`src/rtl/wb_uart_tx_pkg.sv`:
```
// Shared definitions for the Wishbone UART transmitter: register map, FSM states, bit indices.
// The optional parity feature is built only when WB_UART_TX_PARITY_EN is defined.
package wb_uart_tx_pkg;

  localparam logic [3:0] OFF_DATA   = 4'h0;
  localparam logic [3:0] OFF_STATUS = 4'h4;
  localparam logic [3:0] OFF_DIV    = 4'h8;
  localparam logic [3:0] OFF_CTRL   = 4'hC;

  localparam int STATUS_BUSY_BIT  = 0;
  localparam int CTRL_PAR_EN_BIT  = 0;
  localparam int CTRL_PAR_ODD_BIT = 1;

  typedef enum logic [2:0] {
    IDLE   = 3'd0,
    START  = 3'd1,
    DATA   = 3'd2,
    PARITY = 3'd3,
    STOP   = 3'd4
  } tx_state_e;

  // A divider of zero still yields a one-clock bit period.
  function automatic logic [15:0] eff_period(input logic [15:0] div);
    return (div == 16'd0) ? 16'd1 : div;
  endfunction

endpackage

```
`src/rtl/wb_uart_tx_if.sv`:
```
// Wishbone classic slave bus bundle used by wb_uart_tx.
interface wb_uart_tx_if;
  logic        wbs_cyc_i;
  logic        wbs_stb_i;
  logic        wbs_we_i;
  logic [3:0]  wbs_sel_i;
  logic [31:0] wbs_adr_i;
  logic [31:0] wbs_dat_i;
  logic        wbs_ack_o;
  logic [31:0] wbs_dat_o;

  modport slave (
    input  wbs_cyc_i, wbs_stb_i, wbs_we_i, wbs_sel_i, wbs_adr_i, wbs_dat_i,
    output wbs_ack_o, wbs_dat_o
  );

  modport master (
    output wbs_cyc_i, wbs_stb_i, wbs_we_i, wbs_sel_i, wbs_adr_i, wbs_dat_i,
    input  wbs_ack_o, wbs_dat_o
  );
endinterface

```
`src/rtl/wb_uart_tx_core.sv`:
```
// UART serialiser: FSM, bit-period counter and shift register for one 8N1 (optionally 8P1) frame.
module uart_tx_core
  import wb_uart_tx_pkg::*;
(
  input  logic        clk_i,
  input  logic        rstn_i,
  input  logic        start_i,
  input  logic [7:0]  data_i,
  input  logic [15:0] div_i,
  input  logic        par_en_i,
  input  logic        par_odd_i,
  output logic        busy_o,
  output logic        tx_o
);

  tx_state_e   state_q, state_d;
  logic [15:0] cnt_q, cnt_d;
  logic [15:0] reload_q, reload_d;
  logic [7:0]  sh_q, sh_d;
  logic [2:0]  bit_q, bit_d;
  logic        par_q, par_d;
  logic        par_en_q, par_en_d;
  logic        tx_q, tx_d;

  always_comb begin
    state_d  = state_q;
    cnt_d    = cnt_q;
    reload_d = reload_q;
    sh_d     = sh_q;
    bit_d    = bit_q;
    par_d    = par_q;
    par_en_d = par_en_q;
    tx_d     = tx_q;
    if (state_q == IDLE) begin
      // Divider and parity mode are frozen for the whole frame at its start.
      if (start_i) begin
        state_d  = START;
        reload_d = eff_period(div_i);
        cnt_d    = eff_period(div_i) - 16'd1;
        sh_d     = data_i;
        bit_d    = 3'd0;
        par_d    = (^data_i) ^ par_odd_i;
        par_en_d = par_en_i;
        tx_d     = 1'b0;
      end
    end else if (cnt_q != 16'd0) begin
      cnt_d = cnt_q - 16'd1;
    end else begin
      cnt_d = reload_q - 16'd1;
      case (state_q)
        START: begin
          state_d = DATA;
          tx_d    = sh_q[0];
          sh_d    = sh_q >> 1;
        end
        DATA: begin
          if (bit_q == 3'd7) begin
            state_d = par_en_q ? PARITY : STOP;
            tx_d    = par_en_q ? par_q : 1'b1;
          end else begin
            bit_d = bit_q + 3'd1;
            tx_d  = sh_q[0];
            sh_d  = sh_q >> 1;
          end
        end
        PARITY: begin
          state_d = STOP;
          tx_d    = 1'b1;
        end
        STOP: begin
          state_d = IDLE;
          tx_d    = 1'b1;
        end
        default: begin
          state_d = IDLE;
          tx_d    = 1'b1;
        end
      endcase
    end
  end

  always_ff @(posedge clk_i or negedge rstn_i) begin
    if (!rstn_i) begin
      state_q  <= IDLE;
      cnt_q    <= 16'd0;
      reload_q <= 16'd1;
      sh_q     <= 8'd0;
      bit_q    <= 3'd0;
      par_q    <= 1'b0;
      par_en_q <= 1'b0;
      tx_q     <= 1'b1;
    end else begin
      state_q  <= state_d;
      cnt_q    <= cnt_d;
      reload_q <= reload_d;
      sh_q     <= sh_d;
      bit_q    <= bit_d;
      par_q    <= par_d;
      par_en_q <= par_en_d;
      tx_q     <= tx_d;
    end
  end

  assign busy_o = (state_q != IDLE);
  assign tx_o   = tx_q;

endmodule

```
`src/rtl/wb_uart_tx.sv`:
```
// Wishbone slave front end for the UART transmitter: address decode, one-cycle ack, DATA/STATUS/DIV registers.
// Defining WB_UART_TX_PARITY_EN adds the CTRL register (parity enable / odd) at offset 0x0C.
module wb_uart_tx
  import wb_uart_tx_pkg::*;
#(
  parameter logic [31:0] BASE_ADDR = 32'h3000_0000,
  parameter logic [15:0] DIV_RESET = 16'd347
) (
  input  logic         clk_i,
  input  logic         rstn_i,
  wb_uart_tx_if.slave  wbs,
  output logic         uart_tx_o
);

  logic        ack_q, ack_d;
  logic [31:0] dat_q, dat_d;
  logic [15:0] div_q, div_d;
  logic        par_en_q, par_odd_q;
  logic        busy, hit, req, wr, start;
  logic [3:0]  off;
  logic [31:0] rdata;
  logic        unused_bits;

  assign hit   = (wbs.wbs_adr_i[31:4] == BASE_ADDR[31:4]);
  assign off   = wbs.wbs_adr_i[3:0];
  assign req   = wbs.wbs_cyc_i & wbs.wbs_stb_i & hit & ~ack_q;
  // Writes take effect in the ack cycle while the master still holds the bus.
  assign wr    = ack_q & wbs.wbs_we_i;
  assign start = wr & (off == OFF_DATA) & wbs.wbs_sel_i[0] & ~busy;

  always_comb begin
    rdata = 32'd0;
    case (off)
      OFF_STATUS: rdata[STATUS_BUSY_BIT] = busy;
      OFF_DIV:    rdata[15:0] = div_q;
`ifdef WB_UART_TX_PARITY_EN
      OFF_CTRL: begin
        rdata[CTRL_PAR_EN_BIT]  = par_en_q;
        rdata[CTRL_PAR_ODD_BIT] = par_odd_q;
      end
`endif
      default:    rdata = 32'd0;
    endcase
  end

  always_comb begin
    ack_d = req;
    dat_d = (req & ~wbs.wbs_we_i) ? rdata : 32'd0;
    div_d = div_q;
    if (wr && off == OFF_DIV) begin
      if (wbs.wbs_sel_i[0]) div_d[7:0]  = wbs.wbs_dat_i[7:0];
      if (wbs.wbs_sel_i[1]) div_d[15:8] = wbs.wbs_dat_i[15:8];
    end
  end

  always_ff @(posedge clk_i or negedge rstn_i) begin
    if (!rstn_i) begin
      ack_q <= 1'b0;
      dat_q <= 32'd0;
      div_q <= DIV_RESET;
    end else begin
      ack_q <= ack_d;
      dat_q <= dat_d;
      div_q <= div_d;
    end
  end

`ifdef WB_UART_TX_PARITY_EN
  logic par_en_d, par_odd_d;

  always_comb begin
    par_en_d  = par_en_q;
    par_odd_d = par_odd_q;
    if (wr && off == OFF_CTRL && wbs.wbs_sel_i[0]) begin
      par_en_d  = wbs.wbs_dat_i[CTRL_PAR_EN_BIT];
      par_odd_d = wbs.wbs_dat_i[CTRL_PAR_ODD_BIT];
    end
  end

  always_ff @(posedge clk_i or negedge rstn_i) begin
    if (!rstn_i) begin
      par_en_q  <= 1'b0;
      par_odd_q <= 1'b0;
    end else begin
      par_en_q  <= par_en_d;
      par_odd_q <= par_odd_d;
    end
  end
`else
  assign par_en_q  = 1'b0;
  assign par_odd_q = 1'b0;
`endif

  assign unused_bits = ^{wbs.wbs_sel_i[3:2], wbs.wbs_dat_i[31:16]};

  uart_tx_core u_core (
    .clk_i     (clk_i),
    .rstn_i    (rstn_i),
    .start_i   (start),
    .data_i    (wbs.wbs_dat_i[7:0]),
    .div_i     (div_q),
    .par_en_i  (par_en_q),
    .par_odd_i (par_odd_q),
    .busy_o    (busy),
    .tx_o      (uart_tx_o)
  );

  assign wbs.wbs_ack_o = ack_q;
  assign wbs.wbs_dat_o = dat_q;

endmodule

```
`src/flat_wrapper.sv`:
```
// flat-port wrapper written by rule: the top's interface ports become plain ports
module wb_uart_tx_flat import wb_uart_tx_pkg::*;
#(
  parameter logic [31:0] BASE_ADDR = 32'h3000_0000,
  parameter logic [15:0] DIV_RESET = 16'd347
)
  (clk_i, rstn_i, uart_tx_o, wbs_wbs_cyc_i, wbs_wbs_stb_i, wbs_wbs_we_i, wbs_wbs_sel_i, wbs_wbs_adr_i, wbs_wbs_dat_i, wbs_wbs_ack_o, wbs_wbs_dat_o);
  wb_uart_tx_if wbs_i ();
  input  logic clk_i;
  input  logic rstn_i;
  output logic uart_tx_o;
  input wire logic [$bits(wbs_i.wbs_cyc_i)-1:0] wbs_wbs_cyc_i;
  input wire logic [$bits(wbs_i.wbs_stb_i)-1:0] wbs_wbs_stb_i;
  input wire logic [$bits(wbs_i.wbs_we_i)-1:0] wbs_wbs_we_i;
  input wire logic [$bits(wbs_i.wbs_sel_i)-1:0] wbs_wbs_sel_i;
  input wire logic [$bits(wbs_i.wbs_adr_i)-1:0] wbs_wbs_adr_i;
  input wire logic [$bits(wbs_i.wbs_dat_i)-1:0] wbs_wbs_dat_i;
  output wire logic [$bits(wbs_i.wbs_ack_o)-1:0] wbs_wbs_ack_o;
  output wire logic [$bits(wbs_i.wbs_dat_o)-1:0] wbs_wbs_dat_o;
  assign wbs_i.wbs_cyc_i = wbs_wbs_cyc_i;
  assign wbs_i.wbs_stb_i = wbs_wbs_stb_i;
  assign wbs_i.wbs_we_i = wbs_wbs_we_i;
  assign wbs_i.wbs_sel_i = wbs_wbs_sel_i;
  assign wbs_i.wbs_adr_i = wbs_wbs_adr_i;
  assign wbs_i.wbs_dat_i = wbs_wbs_dat_i;
  assign wbs_wbs_ack_o = wbs_i.wbs_ack_o;
  assign wbs_wbs_dat_o = wbs_i.wbs_dat_o;
  wb_uart_tx #(.BASE_ADDR(BASE_ADDR), .DIV_RESET(DIV_RESET)) u_core (.clk_i(clk_i), .rstn_i(rstn_i), .wbs(wbs_i), .uart_tx_o(uart_tx_o));
endmodule
```
`config.mk`:
```
export PLATFORM = sky130hd
export DESIGN_NAME = wb_uart_tx_flat
export DESIGN_NICKNAME = d
export VERILOG_FILES = /design/src/rtl/wb_uart_tx_pkg.sv /design/src/rtl/wb_uart_tx_if.sv /design/src/rtl/wb_uart_tx_core.sv /design/src/rtl/wb_uart_tx.sv /design/src/flat_wrapper.sv
export SDC_FILE = /design/constraint.sdc
export NUM_CORES = 1
export LEC_CHECK = 0
export ABC_AREA = 1
export CAP_MARGIN = 20
export CORE_MARGIN = 4
export CORE_UTILIZATION = 50
export CTS_CLUSTER_DIAMETER = 30
export DETAILED_ROUTE_END_ITERATION = 8
export PLACE_DENSITY = 0.92
export SYNTH_ARGS = -nofsm -noshare
export SYNTH_HDL_FRONTEND = slang
export SYNTH_SLANG_ARGS = --single-unit
```
`constraint.sdc`:
```
create_clock -name clk_i -period 4.3 [get_ports clk_i]
set_clock_uncertainty 0.2 [all_clocks]
set_input_delay 0.645 -clock clk_i [delete_from_list [all_inputs] [get_ports clk_i]]
set_output_delay 0.645 -clock clk_i [all_outputs]
set_load 0.05 [all_outputs]
```
Fig. 1: signal wires on met2
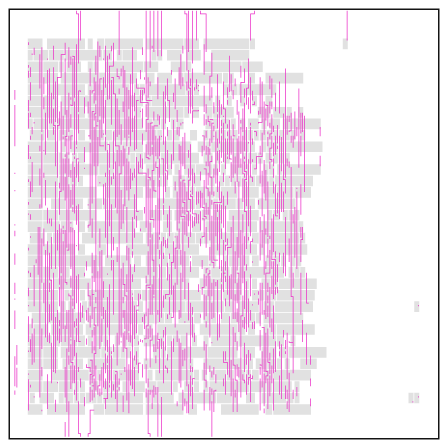
nets with wire on the layer: 561
share of all routed wire: 48%
longest straight run: 41.8 microns
wire length on this layer: 5400 microns
main direction: vertical
DR vias: 3912
met2 Usage GRT: 37.83%
wirelength, routed: 11140 microns

Fig. 2: routing congestion
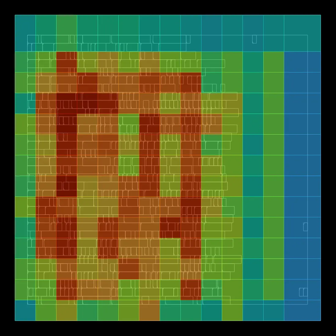
routed len/inst: 16.13 microns
Tot GR Track Use: 22.99%
Core Util, Final: 63.71%
gr busiest metal: met2

==> ci_impl_report.md <==
## Synthesis and layout report

| Metric | Value |
|---|---|
| Status | finished clean |
| Antenna cells | 0 |
| Synth Seq Share | 45.63% |
| Peak VDD IR | 0.2184 mV |
| 1st-iter DRT viols | 411 |
| Final Setup Violations | 0 |
| Most frequent cells in the layout | nand2_1 (103), dfrtp_1 (72), clkdlybuf4s50_1 (71) |
| Synthesized area | 4409 sq um |
| Cell Type Count | 43 |
| Unrepaired setup endpoints after global routing | false |
| Met1 WL | 4318 microns |
| Most used logic cell in the final layout | nand2_1 |
| Placer Congestion | 0.8710 |
| Vias in the first global route | 4083 |
| Nets | 657 |
| Init Core Util | 52.60% |
| Clk latency late pin | 0.37 ns |
| Core area | 8382 sq um |
| Psw | 347.8 uW |
| Metal2 WL | 5395 microns |
| Core Rows | 33 |
| First-pass GRT wire length | 18810 microns |
| Uppermost layer routed | met4 |
| Critical Path RT | 4.39 ns |
| TritonCTS clock tree | built |
| Detailed placement HPWL | 7730 microns |
| Cell count in the Yosys report | 516 |
| Dominant cell area share | 40.86% |
| CP Max Fanout | 34 |
| Final min period | 2.757 ns |
| Combinational share of power | 6.8% |
| Clk root buf | clkbuf_8 |
| Initial antenna violation count | 0 |
| Data arrival, critical path | 2.84 ns |
| Power, Total | 1591 uW |
| Clock power frac | 45.9% |
| Share of power burned in registers | 47.3% |
| Worst Hold Class | primary input to asynchronous set/reset pin |
## through the flow
stage / cells / hold WS [ns] / worst slack (ns)
after floorplan: 531 / 0.1494 / 2.154
after global placement: 675 / 0.2634 / 1.394
after detailed placement: 675 / 0.2801 / 1.211
after CTS: 691 / 0.2672 / 1.571
after global routing: 691 / 0.3187 / 1.267
final: 691 / 0.2249 / 1.543
## cell families (layout without fill, tap and decap cells)
| logic type | after synthesis | count (layout) | synth area share [%] |
|---|---|---|---|
| xor+xnor | 4 | 4 | 0.7947 |
| fa+ha+maj | 3 | 3 | 0.8514 |
| compound gates | 70 | 70 | 8.655 |
| buf+inv | 77 | 132 | 9.222 |
| simple gates | 281 | 281 | 34.76 |
| flops | 80 | 80 | 45.63 |
| other cells | 1 | 16 | 0.08505 |
## area by class of cell
class | count | area [sq um]
flip-flops and latches | 80 | 2012
inverters | 43 | 163.9
fillers | 585 | 3042
well taps | 105 | 131.4
clock buffers | 11 | 131.4
repair buffers | 73 | 725.7
multi-input cells | 374 | 2047
clock inverters | 5 | 128.9
## state kept, by name (all words and copies together) (netlist names)
register                flops
u_core.div_q               16
u_core.u_core.cnt_q        16
u_core.u_core.reload_q     16
u_core.wbs.wbs_dat_o       16
u_core.u_core.sh_q          8
u_core.u_core.bit_q         3
u_core.u_core.state_q       3
u_core.u_core.tx_o          1
u_core.wbs.wbs_ack_o        1
## critical path, stage by stage
cell and delay (ns):
clkdlybuf4s50_1 0.41, nor2_2 0.17, nand3_1 0.18, nor4_4 0.23
nand2_2 0.40, o21ai_2 0.25, inv_2 0.12, nor2_8 0.20
nor2_1 0.08, a21oi_1 0.14
## synth_stat cells (2+ instances only)
library cell	count
nor2_8	3
nor4_4	2
dfrtp_1	72
nor2_4	6
nand2_2	19
xnor2_1	2
ha_1	3
nand3_2	3
clkbuf_1	9
buf_4	18
nor3_1	9
o21ai_1	4
nor2_2	3
a21oi_1	19
nand2_1	103
o21bai_1	3
nand2_4	13
nor3_2	9
nor2_1	56
nand3b_1	4
nand3_1	31
xor2_1	2
nor4_1	4
dfstp_2	8
buf_6	4
inv_1	40
inv_2	2
a31oi_1	6
o21ai_0	33
nand4_1	13
## how the worst min path moves through the flow
stage | depth (start not counted) | slack, ns | from | endpoint
after CTS | 1 | 0.27 | rstn_i | u_core.u_core.sh_q[5]
after global placement | 2 | 0.26 | u_core.u_core.reload_q[0] | u_core.u_core.reload_q[0]
after global routing | 1 | 0.32 | rstn_i | u_core.u_core.sh_q[1]
after detailed placement | 2 | 0.28 | u_core.u_core.reload_q[11] | u_core.u_core.reload_q[11]
after floorplan | 0 | 0.15 | rstn_i | u_core.div_q[10]
final | 1 | 0.22 | rstn_i | u_core.u_core.sh_q[3]
## routing by layer
metal / global-route usage, % / up-vias
met3: 5.597 / 41
met5: 0 / -
met2: 37.83 / 231
li1: - / 1789
met4: 12.71 / 0
met1: 27.83 / 1851
## power by group through the flow
stage          logic [uW]  clock network [uW]  registers (uW)
6_report              108                 731             752
5_1_grt               115                 765             752
4_1_cts               108                 734             752
3_5_place_dp          108                   0             767
3_3_place_gp          104                   0             767
2_1_floorplan        49.3                   0             767
Power is estimated from default activity; no workload was simulated.
